<file path="src/rtl/systolic_seq_ctrl_if.sv">
// Operand input stream and result output stream between the host and the
// systolic-array sequencer.
interface systolic_seq_ctrl_if #(
  parameter int DW = 16
);
  logic          in_valid;
  logic          in_ready;
  logic [DW-1:0] in_data;
  logic          out_valid;
  logic          out_ready;
  logic [DW-1:0] out_data;
  logic [2:0]    out_idx;

  // host side: produces operands, consumes results
  modport master (
    output in_valid, in_data, out_ready,
    input  in_ready, out_valid, out_data, out_idx
  );

  // sequencer side
  modport slave (
    input  in_valid, in_data, out_ready,
    output in_ready, out_valid, out_data, out_idx
  );
endinterface

</file>
<file path="src/rtl/systolic_seq_ctrl.sv">
// Host-side sequencer for the 8x8 systolic array wrapper. One pass per start:
// clear -> load B -> load A -> shift -> drain bottom partial sums -> done.
module systolic_seq_ctrl #(
  parameter int DW           = 16,
  parameter int B_WORDS      = 64,
  parameter int A_WORDS      = 8,
  parameter int PS_COLS      = 8,
  parameter int SHIFT_CYCLES = 15
) (
  input  logic           Clock,
  input  logic           rst_n,
  input  logic           start,
  input  logic           abort,
  output logic           busy,
  output logic           done,
  systolic_seq_ctrl_if.slave s,
  output logic           arr_data_clear,
  output logic           arr_en_shift_right,
  output logic           arr_en_shift_bottom,
  output logic           arr_we,
  output logic           arr_sel_a_or_b,
  output logic [7:0]     arr_b_sel,
  output logic [2:0]     arr_a_sel,
  output logic [DW-1:0]  arr_wdata,
  output logic [2:0]     arr_ps_sel,
  input  logic [DW-1:0]  arr_ps_in
);

  localparam int BW = (B_WORDS      > 1) ? $clog2(B_WORDS)      : 1;
  localparam int AW = (A_WORDS      > 1) ? $clog2(A_WORDS)      : 1;
  localparam int SW = (SHIFT_CYCLES > 1) ? $clog2(SHIFT_CYCLES) : 1;
  localparam int PW = (PS_COLS      > 1) ? $clog2(PS_COLS)      : 1;

  localparam logic [BW-1:0] B_LAST = BW'(B_WORDS - 1);
  localparam logic [AW-1:0] A_LAST = AW'(A_WORDS - 1);
  localparam logic [SW-1:0] S_LAST = SW'(SHIFT_CYCLES - 1);
  localparam logic [PW-1:0] P_LAST = PW'(PS_COLS - 1);

  typedef enum logic [2:0] {
    IDLE, CLEAR, LOAD_B, LOAD_A, SHIFT, DRAIN, DONE
  } state_t;

  state_t        state, nxt;
  logic [BW-1:0] b_cnt;
  logic [AW-1:0] a_cnt;
  logic [SW-1:0] s_cnt;
  logic [PW-1:0] p_cnt;
  logic          beat, acc;

  assign beat = s.in_valid & s.in_ready;
  assign acc  = s.out_valid & s.out_ready;

  // state register
  always_ff @(posedge Clock or negedge rst_n) begin
    if (!rst_n) state <= IDLE;
    else        state <= nxt;
  end

  // next-state and output decode; everything idles at 0 outside its phase
  always_comb begin
    nxt                 = state;
    busy                = 1'b0;
    done                = 1'b0;
    s.in_ready          = 1'b0;
    s.out_valid         = 1'b0;
    s.out_data          = '0;
    s.out_idx           = '0;
    arr_data_clear      = 1'b0;
    arr_en_shift_right  = 1'b0;
    arr_en_shift_bottom = 1'b0;
    arr_we              = 1'b0;
    arr_sel_a_or_b      = 1'b0;
    arr_b_sel           = '0;
    arr_a_sel           = '0;
    arr_wdata           = '0;
    arr_ps_sel          = '0;
    case (state)
      IDLE: if (start) nxt = CLEAR;
      CLEAR: begin
        busy           = 1'b1;
        arr_data_clear = 1'b1;
        nxt            = LOAD_B;
      end
      LOAD_B: begin
        busy       = 1'b1;
        s.in_ready = 1'b1;
        arr_we     = s.in_valid;
        arr_wdata  = s.in_data;
        arr_b_sel  = 8'(b_cnt);
        if (s.in_valid && b_cnt == B_LAST) nxt = LOAD_A;
      end
      LOAD_A: begin
        busy           = 1'b1;
        s.in_ready     = 1'b1;
        arr_we         = s.in_valid;
        arr_wdata      = s.in_data;
        arr_sel_a_or_b = 1'b1;
        arr_a_sel      = 3'(a_cnt);
        if (s.in_valid && a_cnt == A_LAST) nxt = SHIFT;
      end
      SHIFT: begin
        busy                = 1'b1;
        arr_en_shift_right  = 1'b1;
        arr_en_shift_bottom = 1'b1;
        if (s_cnt == S_LAST) nxt = DRAIN;
      end
      DRAIN: begin
        busy        = 1'b1;
        s.out_valid = 1'b1;
        arr_ps_sel  = 3'(p_cnt);
        s.out_idx   = 3'(p_cnt);
        s.out_data  = arr_ps_in;
        if (s.out_ready && p_cnt == P_LAST) nxt = DONE;
      end
      DONE: begin
        done = 1'b1;
        nxt  = IDLE;
      end
      default: nxt = IDLE;
    endcase
    if (abort) nxt = IDLE;
  end

  // phase counters: advance on handshake, return to 0 when their phase ends
  always_ff @(posedge Clock or negedge rst_n) begin
    if (!rst_n) begin
      b_cnt <= '0;
      a_cnt <= '0;
      s_cnt <= '0;
      p_cnt <= '0;
    end else if (abort || state == CLEAR) begin
      b_cnt <= '0;
      a_cnt <= '0;
      s_cnt <= '0;
      p_cnt <= '0;
    end else begin
      if (state == LOAD_B && beat) b_cnt <= (b_cnt == B_LAST) ? '0 : b_cnt + 1'b1;
      if (state == LOAD_A && beat) a_cnt <= (a_cnt == A_LAST) ? '0 : a_cnt + 1'b1;
      if (state == SHIFT)          s_cnt <= (s_cnt == S_LAST) ? '0 : s_cnt + 1'b1;
      if (state == DRAIN && acc)   p_cnt <= (p_cnt == P_LAST) ? '0 : p_cnt + 1'b1;
    end
  end

endmodule

</file>
<file path="src/flat_wrapper.sv">
// flat-port wrapper written by rule: the top's interface ports become plain ports
module systolic_seq_ctrl_flat 
#(
  parameter int DW           = 16,
  parameter int B_WORDS      = 64,
  parameter int A_WORDS      = 8,
  parameter int PS_COLS      = 8,
  parameter int SHIFT_CYCLES = 15
)
  (Clock, rst_n, start, abort, busy, done, arr_data_clear, arr_en_shift_right, arr_en_shift_bottom, arr_we, arr_sel_a_or_b, arr_b_sel, arr_a_sel, arr_wdata, arr_ps_sel, arr_ps_in, s_in_valid, s_in_data, s_out_ready, s_in_ready, s_out_valid, s_out_data, s_out_idx);
  systolic_seq_ctrl_if #(.DW(DW)) s_i ();
  input  logic Clock;
  input  logic rst_n;
  input  logic start;
  input  logic abort;
  output logic busy;
  output logic done;
  output logic arr_data_clear;
  output logic arr_en_shift_right;
  output logic arr_en_shift_bottom;
  output logic arr_we;
  output logic arr_sel_a_or_b;
  output logic [7:0] arr_b_sel;
  output logic [2:0] arr_a_sel;
  output logic [DW-1:0] arr_wdata;
  output logic [2:0] arr_ps_sel;
  input  logic [DW-1:0] arr_ps_in;
  input wire logic [$bits(s_i.in_valid)-1:0] s_in_valid;
  input wire logic [$bits(s_i.in_data)-1:0] s_in_data;
  input wire logic [$bits(s_i.out_ready)-1:0] s_out_ready;
  output wire logic [$bits(s_i.in_ready)-1:0] s_in_ready;
  output wire logic [$bits(s_i.out_valid)-1:0] s_out_valid;
  output wire logic [$bits(s_i.out_data)-1:0] s_out_data;
  output wire logic [$bits(s_i.out_idx)-1:0] s_out_idx;
  assign s_i.in_valid = s_in_valid;
  assign s_i.in_data = s_in_data;
  assign s_i.out_ready = s_out_ready;
  assign s_in_ready = s_i.in_ready;
  assign s_out_valid = s_i.out_valid;
  assign s_out_data = s_i.out_data;
  assign s_out_idx = s_i.out_idx;
  systolic_seq_ctrl #(.DW(DW), .B_WORDS(B_WORDS), .A_WORDS(A_WORDS), .PS_COLS(PS_COLS), .SHIFT_CYCLES(SHIFT_CYCLES)) u_core (.Clock(Clock), .rst_n(rst_n), .start(start), .abort(abort), .busy(busy), .done(done), .s(s_i), .arr_data_clear(arr_data_clear), .arr_en_shift_right(arr_en_shift_right), .arr_en_shift_bottom(arr_en_shift_bottom), .arr_we(arr_we), .arr_sel_a_or_b(arr_sel_a_or_b), .arr_b_sel(arr_b_sel), .arr_a_sel(arr_a_sel), .arr_wdata(arr_wdata), .arr_ps_sel(arr_ps_sel), .arr_ps_in(arr_ps_in));
endmodule
</file>
<file path="config.mk">
export PLATFORM = sky130hd
export DESIGN_NAME = systolic_seq_ctrl_flat
export DESIGN_NICKNAME = d
export VERILOG_FILES = /design/src/rtl/systolic_seq_ctrl_if.sv /design/src/rtl/systolic_seq_ctrl.sv /design/src/flat_wrapper.sv
export SDC_FILE = /design/constraint.sdc
export NUM_CORES = 1
export LEC_CHECK = 0
export ABC_AREA = 1
export ABC_CLOCK_PERIOD_IN_PS = 1550
export CAP_MARGIN = 10
export CELL_PAD_IN_SITES_DETAIL_PLACEMENT = 1
export CELL_PAD_IN_SITES_GLOBAL_PLACEMENT = 1
export CORE_MARGIN = 2
export CORE_UTILIZATION = 23
export DETAILED_ROUTE_END_ITERATION = 8
export MAX_ROUTING_LAYER = met4
export PLACE_DENSITY = 0.82
export SLEW_MARGIN = 20
export SYNTH_ARGS = -nofsm -noshare
export SYNTH_HDL_FRONTEND = slang
export SYNTH_SLANG_ARGS = --single-unit
</file>
<file path="constraint.sdc">
create_clock -name Clock -period 1.55 [get_ports Clock]
set_clock_uncertainty 0.1 [all_clocks]
set_input_delay 0.2325 -clock Clock [delete_from_list [all_inputs] [get_ports Clock]]
set_output_delay 0.2325 -clock Clock [all_outputs]
set_load 0.03 [all_outputs]
</file>
Cell density map:
The die is cut into 9 by 9 equal tiles; white is low, dark blue is high, 0 to 100% covered.
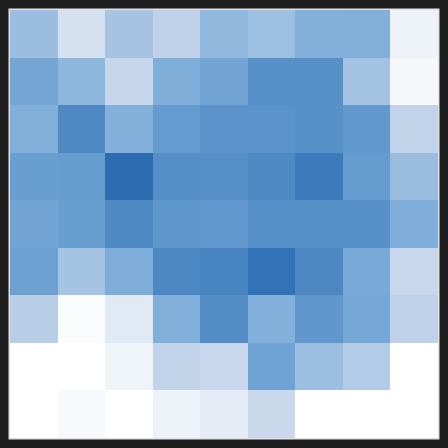
The fullest tile reaches 76%. 1.2% of the tiles are over 75% full. The emptiest ninth of the die: south-west. 11% of the tiles are nearly empty.
Util after Layout: 46.7%
fp util: 23.4%
core area: 7140 um2

Placement by cell class:
Scale bar: 20 um. Fill, decap, tap and diode cells in gray.
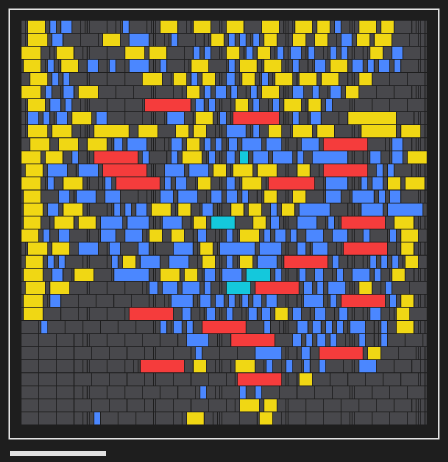
remaining logic cells: shown in blue, cells 225. remaining buffers and delay cells: shown in yellow, cells 133. clock drivers and dummy loads: shown in cyan, cells 4. registers: shown in red, cells 19.
final instance area: 3340 um2
FP Rows: 31

Wires at chosen ports, followed through buffers:
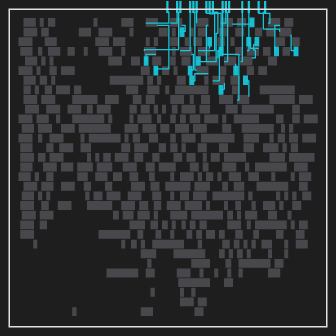
`s_in_data`: shown in cyan, direction input, end cells 16, buffers 16, wire 326 um.
Top Ports: 96
# port buffers: 93

Congestion heat map:
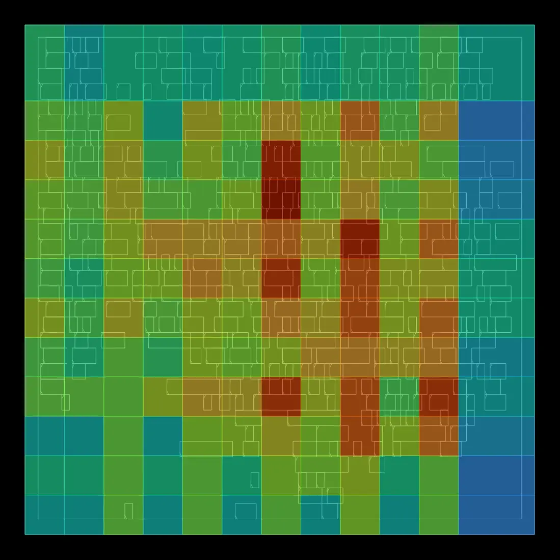
M3 GR Usage: 2.59%
GRT met1 Usage: 18.7%
GRT met2 Usage: 27.2%
drt wl/cell: 13.2 um
gr usage total: 15.2%

==> results.json <==
{
  "outcome": "finished with violations",
  "violations": "negative setup slack",
  "power_frac_clock_pct": 10.5,
  "die_y_um": 89.2,
  "fillers": 887,
  "r2r_slack_ns": -0.10,
  "period_used_pct": 114,
  "setup_viol": 66,
  "leakage_nw": 1.62,
  "synth_seq_share_pct": 28.5,
  "drt-initial-drc-count": 30,
  "cts_sinks": 19,
  "warnings": 30,
  "setup_slack_ns": -0.213,
  "peakVddDrop_uv": 487,
  "yosys.area_share.aoi_pct": 9.00,
  "simple_gate_share_pct": 36.1,
  "critical_path.max_fanout": 5,
  "grt_pass1_vias": 2107,
  "top_logic_kind": "simple AND/OR/NAND/NOR gates",
  "critPathRequiredTime_ns": 1.22,
  "mux_share_pct": 0,
  "avgViaCountPerCell": 4.33,
  "crit_chain": "buf_4 > buf_6 > nor2_4 > nand2_4 > buf_6 > inv_2 > buf_6",
  "cts_hold_buffers": 0,
  "p_comb_mw": 2.52,
  "whs_ns": 0.227,
  "gp_congestion": 0.849,
  "grt_overflow_total": 0,
  "max_freq_ghz": 0.567,
  "path_class": "reg2out",
  "dp_slack_ns": -0.131,
  "power.switching_mw": 1.68,
  "r2r_start": "u_core.state[1]",
  "drtAntennaViolNets": 0,
  "grt_pass1_wl_um": 9420,
  "p_seq_share_pct": 18.1,
  "slew_violations": 0,
  "crit_path_max_incr_delay_ns": 0.46,
  "ys_cells": 253,
  "clock_path_buffers": 2,
  "fa_ha_area_share_pct": 5.25,
  "grt_max_degree": 20,
  "area_delta_synth_final_pct": 99.9,
  "cp-end-kind": "output pin",
  "cp_num_buf_inv": 5,
  "intPower_mw": 1.84,
  "cap_violations": 0,
  "crit_end": "arr_data_clear",
  "clockRootBuffer": "clkbuf_8",
  "cts_made_buffers": 3,
  "p_clk_mw": 0.370,
  "final_nets": 427,
  "path_depth": 7,
  "power_leader": "combinational logic",
  "pg_seq_mw": 0.637,
  "syn_area_um2": 1670,
  "ys_warn_count": 0,
  "final_layout_top_logic_cell": "inv_1",
  "reg2reg_depth": 10,
  "cts_resized": 60,
  "cp_slowest_cell": "dfrtp_2",
  "startpoint": "u_core.state[1]",
  "drive_above_1_share_pct": 49.1,
  "dp_hpwl_um": 4610
}
==> registers in the layout, indices dropped and copies added (netlist names) <==
name	flops
u_core.b_cnt	6
u_core.s_cnt	4
u_core.a_cnt	3
u_core.p_cnt	3
u_core.state	3
==> cell type report <==
cell class | instances | area [um2] | share of cell area (%)
clock buffer | 3 | 41.3 | 1.24
clock inverter | 1 | 5.00 | 0.150
inverter | 65 | 274 | 8.21
multi-input combinational | 159 | 1110 | 33.4
sequential | 19 | 479 | 14.4
tap | 99 | 124 | 3.71
timing repair buffer | 133 | 1290 | 38.6
timing repair inverter | 1 | 11.3 | 0.338
==> metrics by stage <==
stage	TNS, ns	total power [mW]	instance area, um2
after floorplan	-4.05	1.81	1770
after global placement	-0.287	2.48	2750
after detailed placement	-1.20	2.52	2750
after CTS	-7.30	3.25	3140
after global routing	-13.27	3.73	3340
final	-8.34	3.52	3340
==> Yosys cell counts (all sizes together) <==
library cell  count  area, um2
nand3            14       82.6
o22ai             1       12.5
ha                7       87.6
nor3              4       25.0
buf              11       85.1
inv              64        253
xor2              1       8.76
a21oi             6       30.0
and2              1       6.26
nor2             64        294
nand4             5       31.3
o2bb2ai           1       8.76
nand2            34        148
dfrtp            19        475
clkinv            1       3.75
or2               2       15.0
o21ai            14       77.6
a31oi             1       6.26
o31ai             1       7.51
conb              1       3.75
o21a              1       7.51
==> per-layer routing <==
| metal | routed length (um) | part of all wire (%) | track usage, % |
|---|---|---|---|
| met1 | 2610 | 41 | 18.7 |
| met2 | 3430 | 54 | 27.2 |
| met3 | 245 | 3.9 | 2.59 |
| met4 | 50 | 0.79 | 1.22 |
| met5 | 0 | 0 | - |
==> cells by family after synthesis <==
logic type | after synthesis
simple gates | 124
buf+inv | 76
compound gates | 25
flops | 19
fa+ha+maj | 7
xor+xnor | 1
other cells | 1
No activity file was given, so power comes from the tool's default toggle rates.
